--- config.mk ---
export PLATFORM = sky130hd
export DESIGN_NAME = pipeline_fetch_btb
export DESIGN_NICKNAME = d
export VERILOG_FILES = /design/src/rtl/pipeline_fetch_btb.sv
export SDC_FILE = /design/constraint.sdc
export NUM_CORES = 1
export LEC_CHECK = 0
export ABC_CLOCK_PERIOD_IN_PS = 3500
export CELL_PAD_IN_SITES_DETAIL_PLACEMENT = 1
export CELL_PAD_IN_SITES_GLOBAL_PLACEMENT = 1
export CORE_ASPECT_RATIO = 1.25
export CORE_MARGIN = 2
export CORE_UTILIZATION = 47
export DETAILED_ROUTE_END_ITERATION = 10
export DONT_BUFFER_PORTS = 1
export PLACE_DENSITY = 0.88
export SLEW_MARGIN = 20
export SYNTH_ARGS = -nofsm -noshare
export SYNTH_HDL_FRONTEND = slang
export SYNTH_SLANG_ARGS = --single-unit
--- constraint.sdc ---
create_clock -name clk -period 3.5 [get_ports clk]
set_clock_uncertainty 0.2 [all_clocks]
set_input_delay 0.7 -clock clk [delete_from_list [all_inputs] [get_ports clk]]
set_output_delay 0.7 -clock clk [all_outputs]
set_load 0.05 [all_outputs]
--- src/rtl/pipeline_fetch_btb.sv ---
// IF stage of the pipelined 8085 core: PC, next-PC lookup table, IF/ID reg.
// Macro FETCH_BTB_EN enables the jump lookup table; undefined = predict not-taken.
module pipeline_fetch_btb #(
  parameter int ADDR_W = 8,
  parameter int IDX_W  = 1,
  parameter logic [ADDR_W-1:0] RESET_PC = '0
) (
  input  logic              clk,
  input  logic              rst,
  output logic [ADDR_W-1:0] imem_addr,
  input  logic [7:0]        imem_data,
  input  logic              stall,
  input  logic              ex_resolve,
  input  logic              ex_taken,
  input  logic [ADDR_W-1:0] ex_target,
  input  logic [ADDR_W-1:0] ex_pc,
  input  logic              ex_predicted,
  input  logic [IDX_W-1:0]  ex_lookupindex,
  output logic [7:0]        if_id_instr,
  output logic [ADDR_W-1:0] if_id_pc,
  output logic              if_id_valid,
  output logic              if_id_predicted,
  output logic [IDX_W-1:0]  if_id_lookupindex,
  output logic              stall_jump
);

  logic [ADDR_W-1:0] pc_q, pc_d;
  logic [7:0]        instr_q, instr_d;
  logic [ADDR_W-1:0] ifpc_q, ifpc_d;
  logic              valid_q, valid_d;
  logic              pred_q, pred_d;
  logic [IDX_W-1:0]  idx_q, idx_d;
  logic              sj_q, sj_d;

  logic              hit;
  logic [IDX_W-1:0]  hit_idx;
  logic [ADDR_W-1:0] hit_tgt;
  logic              mispredict;

`ifdef FETCH_BTB_EN
  localparam int N = 2 ** IDX_W;

  logic [N-1:0]      vld_q;
  logic [ADDR_W-1:0] tag_q [N];
  logic [ADDR_W-1:0] tgt_q [N];
  logic [IDX_W-1:0]  ptr_q;
  logic              tgt_miss;

  // Associative match on the current PC; lowest index wins.
  always_comb begin
    hit     = 1'b0;
    hit_idx = '0;
    for (int i = N - 1; i >= 0; i--) begin
      if (vld_q[i] && tag_q[i] == pc_q) begin
        hit     = 1'b1;
        hit_idx = IDX_W'(i);
      end
    end
  end

  assign hit_tgt    = tgt_q[hit_idx];
  assign tgt_miss   = tgt_q[ex_lookupindex] != ex_target;
  assign mispredict = ex_resolve &
                      ((ex_taken != ex_predicted) |
                       (ex_taken & ex_predicted & tgt_miss));

  // Table training from EX; independent of stall.
  always_ff @(posedge clk or posedge rst) begin
    if (rst) begin
      vld_q <= '0;
      ptr_q <= '0;
      for (int i = 0; i < N; i++) begin
        tag_q[i] <= '0;
        tgt_q[i] <= '0;
      end
    end else if (ex_resolve) begin
      if (ex_taken && !ex_predicted) begin
        vld_q[ptr_q] <= 1'b1;
        tag_q[ptr_q] <= ex_pc;
        tgt_q[ptr_q] <= ex_target;
        ptr_q        <= ptr_q + IDX_W'(1);
      end else if (ex_taken && ex_predicted && tgt_miss) begin
        tgt_q[ex_lookupindex] <= ex_target;
      end else if (!ex_taken && ex_predicted) begin
        vld_q[ex_lookupindex] <= 1'b0;
      end
    end
  end
`else
  logic unused_pred_inputs;

  assign hit        = 1'b0;
  assign hit_idx    = '0;
  assign hit_tgt    = '0;
  assign mispredict = ex_resolve & ex_taken;
  assign unused_pred_inputs = &{1'b0, ex_predicted, ex_lookupindex};
`endif

  // Next-PC / IF-ID selection: redirect > stall > hit > sequential.
  always_comb begin
    pc_d    = pc_q;
    instr_d = instr_q;
    ifpc_d  = ifpc_q;
    valid_d = valid_q;
    pred_d  = pred_q;
    idx_d   = idx_q;
    sj_d    = 1'b0;
    if (mispredict) begin
      pc_d    = ex_taken ? ex_target : ex_pc + ADDR_W'(1);
      instr_d = '0;
      ifpc_d  = '0;
      valid_d = 1'b0;
      pred_d  = 1'b0;
      idx_d   = '0;
      sj_d    = 1'b1;
    end else if (!stall) begin
      instr_d = imem_data;
      ifpc_d  = pc_q;
      valid_d = 1'b1;
      pred_d  = hit;
      idx_d   = hit ? hit_idx : '0;
      pc_d    = hit ? hit_tgt : pc_q + ADDR_W'(1);
    end
  end

  // PC and IF/ID pipeline register.
  always_ff @(posedge clk or posedge rst) begin
    if (rst) begin
      pc_q    <= RESET_PC;
      instr_q <= '0;
      ifpc_q  <= '0;
      valid_q <= 1'b0;
      pred_q  <= 1'b0;
      idx_q   <= '0;
      sj_q    <= 1'b0;
    end else begin
      pc_q    <= pc_d;
      instr_q <= instr_d;
      ifpc_q  <= ifpc_d;
      valid_q <= valid_d;
      pred_q  <= pred_d;
      idx_q   <= idx_d;
      sj_q    <= sj_d;
    end
  end

  assign imem_addr         = pc_q;
  assign if_id_instr       = instr_q;
  assign if_id_pc          = ifpc_q;
  assign if_id_valid       = valid_q;
  assign if_id_predicted   = pred_q;
  assign if_id_lookupindex = idx_q;
  assign stall_jump        = sj_q;

endmodule

==> results.json <==
{
  "outcome": "completed",
  "edf_count": 0,
  "drv_slew": 0,
  "clk_pin_slew_ns": 0.14,
  "p_sw_w": 0.000405,
  "area.growth.synth_to_final_pct": 5.11,
  "worstSetupEndpoint": "imem_addr[0]",
  "inverters": 3,
  "leakagePower_nw": 0.579,
  "period_used_share": 0.573,
  "antennaDiodeCount": 0,
  "setup_slack_ns": 1.50,
  "grtUsageMet3": 0.0549,
  "synth-area-yosys_um2": 1150,
  "logic_gates": 71,
  "n_fill_cell": 268,
  "wirelength_um": 2180,
  "dp_cells": 133,
  "grt_usage": 0.172,
  "comb_power_w": 0.000105,
  "comb_area_share": 0.375,
  "n_tap_cell": 33,
  "netlist_top_cells_count": "dfrtp_1, nor2_1, mux2i_1",
  "synthSimpleGateAreaFrac": 0.143,
  "xor_share": 0.0304,
  "yosysSeqAreaShare": 0.565,
  "yosysWarnings": 0,
  "synth_area_um2": 1150,
  "mi_logic_area_um2": 454,
  "top_logic_kind": "multiplexers"
}
## cells by family after synthesis
family / count (synthesis)
AND/OR/NAND/NOR: 35
other: 1
flip-flops: 26
AND-OR/OR-AND: 12
multiplexers: 17
XOR/XNOR: 4
buffers and inverters: 9
adder cells (fa/ha/maj): 1
## metal layers
metal / part of all wire / vias to the layer above
li1: - / 352
met1: 0.37 / 367
met2: 0.55 / 30
met3: 0.071 / 2
met4: 0.0087 / 0
met5: 0 / -
## flip-flops by register name, indices dropped and copies added, names as in the netlist
| register | count |
|---|---|
| imem_addr | 8 |
| if_id_instr | 8 |
| if_id_valid | 1 |
| if_id_pc | 8 |
| stall_jump | 1 |
Figure 1. Selected gate families.
Scale: 6 px per um.
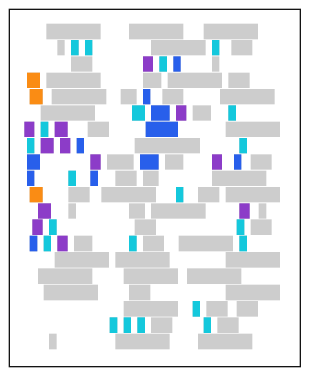
Cyan marks NOR gates, cells 21, where all over the die. Orange marks AND and OR gates, cells 3. Blue marks NAND gates, cells 11. Purple marks inverting AOI/OAI gates, cells 12.

Figure 2. Metal layers overlaid.
Scale: 4 px per um. Only two layers are drawn.
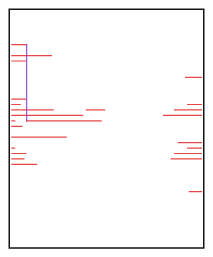
Red marks metal 3, wire length 154 um. Purple marks metal 4, wire length 19.0 um.

Figure 3. I/O pins on the die edge.
Scale: 6 px per um. Pins as bars across the die edge, other pins in gray.
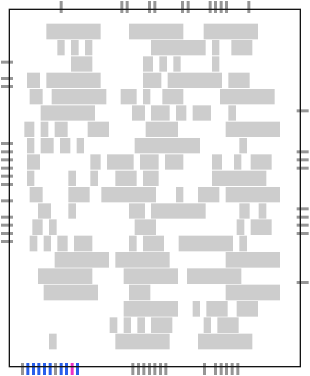
Blue marks ex_pc, pins 8, direction input, edge bottom. Magenta marks ex_predicted, pins 1, direction input, edge bottom.
All pins by edge: 24 bottom, 14 left, 12 top, 9 right.

